==> images/cell_density.png <==
Scale: 4 px per um. The die is cut into 11 by 11 equal tiles; white is low, dark blue is high, 0 to 100% covered.
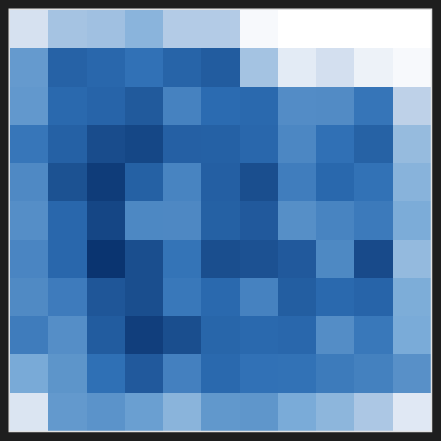
==> images/flops_by_reg.png <==
Scale: 4 px per um. Other sequential cells in the stronger grey, the rest of the logic in the fainter grey.
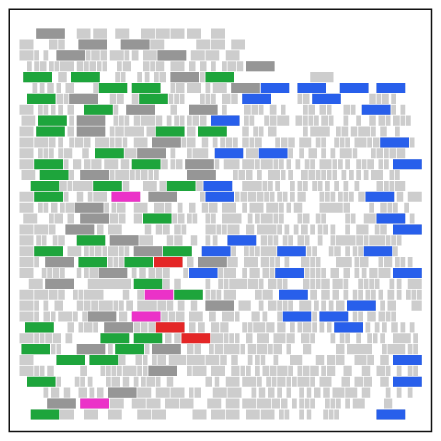
==> src/rtl/stream_pkg.sv <==
`default_nettype none
// ============================================================================
//  Package     : stream_pkg
//  Description : Shared stream types, defaults and the length-word decode
//                helpers used by ndata_packetizer.
//  Revision    : 1.0 - initial release
// ============================================================================
package stream_pkg;

  localparam int unsigned LENGTH_WIDTH_DEFAULT = 32;

  // Working width of the decode helpers; one guard bit is added on top so a
  // length of all ones cannot wrap during the round-up add.
  localparam int unsigned DECODE_WIDTH = 64;

  typedef enum logic [0:0] {
    IDLE   = 1'b0,
    STREAM = 1'b1
  } packetizer_state_t;

  // Number of beats needed to carry len elements, n elements per beat.
  function automatic logic [DECODE_WIDTH-1:0] decode_beats(
    input logic [DECODE_WIDTH-1:0] len,
    input int unsigned             n
  );
    logic [DECODE_WIDTH:0] sum;
    sum = {1'b0, len} + (DECODE_WIDTH+1)'(n - 1);
    return DECODE_WIDTH'(sum / (DECODE_WIDTH+1)'(n));
  endfunction

  // Keep mask of the final beat: low (len mod n) lanes, or every lane when
  // the length is an exact multiple of the beat width.
  function automatic logic [DECODE_WIDTH-1:0] decode_tail_keep(
    input logic [DECODE_WIDTH-1:0] len,
    input int unsigned             n
  );
    logic [DECODE_WIDTH-1:0] rem;
    rem = len % DECODE_WIDTH'(n);
    if (rem == '0) begin
      return (DECODE_WIDTH'(1) << n) - DECODE_WIDTH'(1);
    end
    return (DECODE_WIDTH'(1) << rem) - DECODE_WIDTH'(1);
  endfunction

endpackage
`default_nettype wire

==> src/rtl/ndata_i.sv <==
`default_nettype none
// ============================================================================
//  Interface   : ndata_i
//  Description : Multi-element data stream with per-lane keep and last.
//  Revision    : 1.0 - initial release
// ============================================================================
interface ndata_i #(
  parameter int unsigned DATA_WIDTH   = 8,
  parameter int unsigned NUM_ELEMENTS = 4
) ();
  logic [NUM_ELEMENTS-1:0][DATA_WIDTH-1:0] data;
  logic [NUM_ELEMENTS-1:0]                 keep;
  logic                                    last;
  logic                                    valid;
  logic                                    ready;

  modport m (output data, output keep, output last, output valid, input ready);
  modport s (input data, input keep, input last, input valid, output ready);
endinterface
`default_nettype wire

==> src/rtl/ready_valid_i.sv <==
`default_nettype none
// ============================================================================
//  Interface   : ready_valid_i
//  Description : Plain valid/ready word stream (used for the length words).
//  Revision    : 1.0 - initial release
// ============================================================================
interface ready_valid_i #(
  parameter int unsigned WIDTH = 32
) ();
  logic [WIDTH-1:0] data;
  logic             valid;
  logic             ready;

  modport m (output data, output valid, input ready);
  modport s (input data, input valid, output ready);
endinterface
`default_nettype wire

==> src/rtl/NDataSkidBuffer.sv <==
`default_nettype none
// ============================================================================
//  Module      : NDataSkidBuffer
//  Description : Two-entry skid buffer for ndata_i streams. Full throughput,
//                upstream ready comes straight from a register.
//  Revision    : 1.0 - initial release
// ============================================================================
module NDataSkidBuffer #(
  parameter int unsigned DATA_WIDTH   = 8,
  parameter int unsigned NUM_ELEMENTS = 4
) (
  input  logic clk,
  input  logic rst_n,
  ndata_i.s    in,
  ndata_i.m    out
);

  typedef struct packed {
    logic [NUM_ELEMENTS-1:0][DATA_WIDTH-1:0] data;
    logic [NUM_ELEMENTS-1:0]                 keep;
    logic                                    last;
  } beat_t;

  beat_t out_beat_q, out_beat_d, skid_beat_q, skid_beat_d;
  logic  out_valid_q, out_valid_d, skid_valid_q, skid_valid_d;
  beat_t w_in_beat;
  logic  w_in_hs;
  logic  w_out_advance;

  assign w_in_beat     = {in.data, in.keep, in.last};
  assign in.ready      = !skid_valid_q;
  assign w_in_hs       = in.valid && !skid_valid_q;
  assign w_out_advance = !out_valid_q || out.ready;

  assign out.valid = out_valid_q;
  assign out.data  = out_beat_q.data;
  assign out.keep  = out_beat_q.keep;
  assign out.last  = out_beat_q.last;

  // Refill the output register from the skid entry first, otherwise from the
  // input; park an incoming beat in the skid entry while the output stalls.
  always_comb begin
    out_valid_d  = out_valid_q;
    out_beat_d   = out_beat_q;
    skid_valid_d = skid_valid_q;
    skid_beat_d  = skid_beat_q;
    if (w_out_advance) begin
      if (skid_valid_q) begin
        out_valid_d  = 1'b1;
        out_beat_d   = skid_beat_q;
        skid_valid_d = 1'b0;
      end else begin
        out_valid_d = w_in_hs;
        if (w_in_hs) begin
          out_beat_d = w_in_beat;
        end
      end
    end else if (w_in_hs) begin
      skid_valid_d = 1'b1;
      skid_beat_d  = w_in_beat;
    end
  end

  // Register both entries; reset empties the buffer.
  always_ff @(posedge clk) begin
    if (!rst_n) begin
      out_valid_q  <= 1'b0;
      skid_valid_q <= 1'b0;
      out_beat_q   <= '0;
      skid_beat_q  <= '0;
    end else begin
      out_valid_q  <= out_valid_d;
      skid_valid_q <= skid_valid_d;
      out_beat_q   <= out_beat_d;
      skid_beat_q  <= skid_beat_d;
    end
  end

endmodule
`default_nettype wire

==> src/rtl/ndata_packetizer.sv <==
`default_nettype none
// ============================================================================
//  Module      : ndata_packetizer
//  Description : Cuts a continuous ndata stream into packets whose element
//                count is taken from a length-word stream, one word per
//                packet, and drives last/keep on each packet's final beat.
//  Revision    : 1.0 - initial release
// ============================================================================
module ndata_packetizer
  import stream_pkg::*;
#(
  parameter bit          ENABLE_SKID_BUFFER = 1'b1,
  parameter int unsigned LENGTH_WIDTH       = LENGTH_WIDTH_DEFAULT,
  parameter int unsigned DATA_WIDTH         = 8,
  parameter int unsigned NUM_ELEMENTS       = 4
) (
  input  logic    clk,
  input  logic    rst_n,
  ready_valid_i.s length,
  ndata_i.s       in,
  ndata_i.m       out
);

  localparam logic [0:0] ST_IDLE   = IDLE;
  localparam logic [0:0] ST_STREAM = STREAM;

  logic [0:0]              state_q, state_d;
  logic [LENGTH_WIDTH-1:0] beats_left_q, beats_left_d;
  logic [NUM_ELEMENTS-1:0] tail_keep_q, tail_keep_d;

  logic                    w_streaming;
  logic                    w_counted_last;
  logic                    w_in_hs;
  logic                    w_final_hs;
  logic                    w_len_hs;
  logic [LENGTH_WIDTH-1:0] w_len_beats;
  logic [NUM_ELEMENTS-1:0] w_len_tail_keep;

  ndata_i #(.DATA_WIDTH(DATA_WIDTH), .NUM_ELEMENTS(NUM_ELEMENTS)) internal ();

  // Both readies are held low while reset is asserted, independent of state.
  assign w_streaming    = rst_n && (state_q == ST_STREAM);
  assign w_counted_last = (beats_left_q == LENGTH_WIDTH'(1));

  assign in.ready       = w_streaming && internal.ready;
  assign internal.valid = w_streaming && in.valid;
  assign internal.data  = in.data;
  assign internal.keep  = in.keep & (w_counted_last ? tail_keep_q : '1);
  assign internal.last  = w_counted_last || in.last;

  assign w_in_hs    = in.valid && in.ready;
  assign w_final_hs = w_in_hs && (w_counted_last || in.last);

  // A new length word can be taken on the final beat itself, which keeps the
  // stream at one beat per cycle across packet boundaries.
  assign length.ready = rst_n && ((state_q == ST_IDLE) || w_final_hs);
  assign w_len_hs     = length.valid && length.ready;

  assign w_len_beats     = LENGTH_WIDTH'(decode_beats(DECODE_WIDTH'(length.data), NUM_ELEMENTS));
  assign w_len_tail_keep = NUM_ELEMENTS'(decode_tail_keep(DECODE_WIDTH'(length.data), NUM_ELEMENTS));

  // Packet bookkeeping: count beats down, close on count or early last, and
  // let a length word accepted this cycle override the close.
  always_comb begin
    state_d      = state_q;
    beats_left_d = beats_left_q;
    tail_keep_d  = tail_keep_q;
    if (w_in_hs) begin
      beats_left_d = beats_left_q - LENGTH_WIDTH'(1);
    end
    if (w_final_hs) begin
      state_d      = ST_IDLE;
      beats_left_d = '0;
    end
    if (w_len_hs) begin
      beats_left_d = w_len_beats;
      tail_keep_d  = w_len_tail_keep;
      state_d      = (length.data != '0) ? ST_STREAM : ST_IDLE;
    end
  end

  // State registers with synchronous active-low reset.
  always_ff @(posedge clk) begin
    if (!rst_n) begin
      state_q      <= ST_IDLE;
      beats_left_q <= '0;
      tail_keep_q  <= '1;
    end else begin
      state_q      <= state_d;
      beats_left_q <= beats_left_d;
      tail_keep_q  <= tail_keep_d;
    end
  end

  generate
    if (ENABLE_SKID_BUFFER) begin : g_skid
      NDataSkidBuffer #(
        .DATA_WIDTH  (DATA_WIDTH),
        .NUM_ELEMENTS(NUM_ELEMENTS)
      ) u_skid (
        .clk  (clk),
        .rst_n(rst_n),
        .in   (internal),
        .out  (out)
      );
    end else begin : g_bypass
      assign out.valid      = internal.valid;
      assign out.data       = internal.data;
      assign out.keep       = internal.keep;
      assign out.last       = internal.last;
      assign internal.ready = out.ready;
    end
  endgenerate

endmodule
`default_nettype wire

==> src/flat_wrapper.sv <==
// flat-port wrapper written by rule: the top's interface ports become plain ports
module ndata_packetizer_flat import stream_pkg::*;
#(
  parameter bit          ENABLE_SKID_BUFFER = 1'b1,
  parameter int unsigned LENGTH_WIDTH       = LENGTH_WIDTH_DEFAULT,
  parameter int unsigned DATA_WIDTH         = 8,
  parameter int unsigned NUM_ELEMENTS       = 4
)
  (clk, rst_n, length_data, length_valid, length_ready, in_data, in_keep, in_last, in_valid, in_ready, out_data, out_keep, out_last, out_valid, out_ready);
  ready_valid_i #(.WIDTH((16))) length_i ();
  ndata_i #(.DATA_WIDTH(DATA_WIDTH), .NUM_ELEMENTS(NUM_ELEMENTS)) in_i ();
  ndata_i #(.DATA_WIDTH(DATA_WIDTH), .NUM_ELEMENTS(NUM_ELEMENTS)) out_i ();
  input  logic clk;
  input  logic rst_n;
  input wire logic [$bits(length_i.data)-1:0] length_data;
  input wire logic [$bits(length_i.valid)-1:0] length_valid;
  output wire logic [$bits(length_i.ready)-1:0] length_ready;
  input wire logic [$bits(in_i.data)-1:0] in_data;
  input wire logic [$bits(in_i.keep)-1:0] in_keep;
  input wire logic [$bits(in_i.last)-1:0] in_last;
  input wire logic [$bits(in_i.valid)-1:0] in_valid;
  output wire logic [$bits(in_i.ready)-1:0] in_ready;
  output wire logic [$bits(out_i.data)-1:0] out_data;
  output wire logic [$bits(out_i.keep)-1:0] out_keep;
  output wire logic [$bits(out_i.last)-1:0] out_last;
  output wire logic [$bits(out_i.valid)-1:0] out_valid;
  input wire logic [$bits(out_i.ready)-1:0] out_ready;
  assign length_i.data = length_data;
  assign length_i.valid = length_valid;
  assign length_ready = length_i.ready;
  assign in_i.data = in_data;
  assign in_i.keep = in_keep;
  assign in_i.last = in_last;
  assign in_i.valid = in_valid;
  assign in_ready = in_i.ready;
  assign out_data = out_i.data;
  assign out_keep = out_i.keep;
  assign out_last = out_i.last;
  assign out_valid = out_i.valid;
  assign out_i.ready = out_ready;
  ndata_packetizer #(.ENABLE_SKID_BUFFER(ENABLE_SKID_BUFFER), .LENGTH_WIDTH(LENGTH_WIDTH), .DATA_WIDTH(DATA_WIDTH), .NUM_ELEMENTS(NUM_ELEMENTS)) u_core (.clk(clk), .rst_n(rst_n), .length(length_i), .in(in_i), .out(out_i));
endmodule
==> config.mk <==
export PLATFORM = sky130hd
export DESIGN_NAME = ndata_packetizer_flat
export DESIGN_NICKNAME = d
export VERILOG_FILES = /design/src/rtl/stream_pkg.sv /design/src/rtl/ndata_i.sv /design/src/rtl/ready_valid_i.sv /design/src/rtl/NDataSkidBuffer.sv /design/src/rtl/ndata_packetizer.sv /design/src/flat_wrapper.sv
export SDC_FILE = /design/constraint.sdc
export NUM_CORES = 1
export LEC_CHECK = 0
export ABC_AREA = 1
export CORE_MARGIN = 2
export CORE_UTILIZATION = 58
export CTS_CLUSTER_DIAMETER = 60
export CTS_CLUSTER_SIZE = 40
export DETAILED_ROUTE_END_ITERATION = 10
export PLACE_DENSITY = 0.86
export SLEW_MARGIN = 30
export SYNTH_ARGS = -nofsm -noshare
export SYNTH_HDL_FRONTEND = slang
export SYNTH_SLANG_ARGS = --single-unit
==> constraint.sdc <==
create_clock -name clk -period 4 [get_ports clk]
set_input_delay 0.6 -clock clk [delete_from_list [all_inputs] [get_ports clk]]
set_output_delay 0.6 -clock clk [all_outputs]
set_load 0.02 [all_outputs]
==> impl_metrics.tcl <==
# place-and-route summary
set metrics [dict create \
    r2r-end "u_core.beats_left_q[2]" \
    min_to "u_core.beats_left_q[30]" \
    clock-sinks 112 \
    drc 0 \
    cp_cell_sequence "inv_1 -> nor3_2 -> nand2_2 -> inv_2 -> nand2_4 -> nand2_4 -> inv_1 -> nor2_1 -> clkdlybuf4s50_1" \
    power_frac_seq_pct 48.8 \
    yosys.area_share.adder_pct 0.8428 \
    htree_levels 3 \
    edf_count 0 \
    cp_num_buf_inv 4 \
    die_h_um 105.2 \
    criticalPathCategory "register to output pin" \
    pwr-share-clk_pct 29.5 \
    power_frac_comb_pct 21.7 \
    synthCells 897 \
    status "completed" \
    setup_violations 0 \
    layout_top_cell "nand2_1" \
    gp_congestion 0.9632 \
    antenna_found_initial 0 \
    compound_area_share_pct 15.23 \
    fin_crit_ps 3359 \
    setup_ws_ps 641.0 \
    vdd_ir_drop_max_mv 0.3267 \
    rsz0062_at_grt "no" \
    p_int_uw 1672 \
    timing.fmax_mhz 297.7 \
    syn_nets 959 \
    final-comb-area_um2 3252 \
    dp_hpwl_um 10370 \
    topCellsByArea "dfxtp_1 (38%), nand2_1 (12%), nor2_1 (12%), o21ai_0 (6.7%), xor2_1 (3.8%)" \
    ys_area_um2 5938 \
    path_delay_family "buffers and inverters" \
    cts_buffers 9 \
    wl_per_cell_um 13.55 \
    fillCellCount 839 \
]
Back to the opening pictures, cell_density.png:
3.3% of the tiles are nearly empty. The emptiest ninth of the die: upper right. 39% of the tiles are over 75% full.
Initial Utilization: 60.20%
core area: 9864 um2
utilization after layout: 72.25%

Back to the opening pictures, flops_by_reg.png:
Green stands for u_core.g_skid.u_skid.skid_beat_q, sequential cells 37. Magenta stands for u_core.g_skid.u_skid.out.keep, sequential cells 4. Red stands for u_core.tail_keep_q, sequential cells 3. Blue stands for u_core.beats_left_q, sequential cells 32.
fraction of area in registers: 31.46%
sequential power: 1190 uW

==> through the flow <==
stage | instances | utilization [%]
floorplan | 897 | -
global placement | 1087 | 70.07
detailed placement | 1087 | 70.07
CTS | 1103 | 72.25
global route | 1103 | 72.25
finish | 1103 | 72.25
==> how the worst max path moves through the flow <==
stage,start,end,slack [ps]
after global routing,u_core.state_q,length_ready,430
final,u_core.state_q,length_ready,640
after global placement,in_valid,length_ready,820
after detailed placement,in_valid,length_ready,760
after floorplan,rst_n,length_ready,1660
after CTS,u_core.state_q,length_ready,620
==> area by class of cell <==
class | count | share of cell area (%)
Inverter | 58 | 3.055
Sequential cell | 112 | 31.46
Clock inverter | 7 | 1.282
Tap cell | 133 | 2.335
Timing Repair Buffer | 106 | 14.50
Clock buffer | 9 | 1.738
Multi-Input combinational cell | 678 | 45.63
==> power groups by stage <==
stage,clock network [uW],registers [uW],logic (uW)
2_1_floorplan,0,1220,332
3_3_place_gp,0,1210,516
3_5_place_dp,0,1210,523
4_1_cts,730,1190,527
5_1_grt,770,1190,591
6_report,718,1190,527
==> logic make-up after synthesis <==
| logic type | Yosys count |
|---|---|
| xor+xnor | 29 |
| buf+inv | 107 |
| simple gates | 480 |
| compound gates | 165 |
| fa+ha+maj | 4 |
| flops | 112 |
==> routing by layer <==
layer  track usage, %  part of all wire [%]  up-vias
met4            7.905                   1.5        0
met1            34.59                    44     2759
li1                 -                     -     3048
met3            6.488                   5.7       24
met5                0                     0        -
met2            48.29                    48      154
==> tightest hold or removal path, stage by stage (launching register included) <==
cell and delay [ps]:
dfxtp_1 330, nand2_1 60, a21oi_1 50
Power and IR drop assume default switching activity.
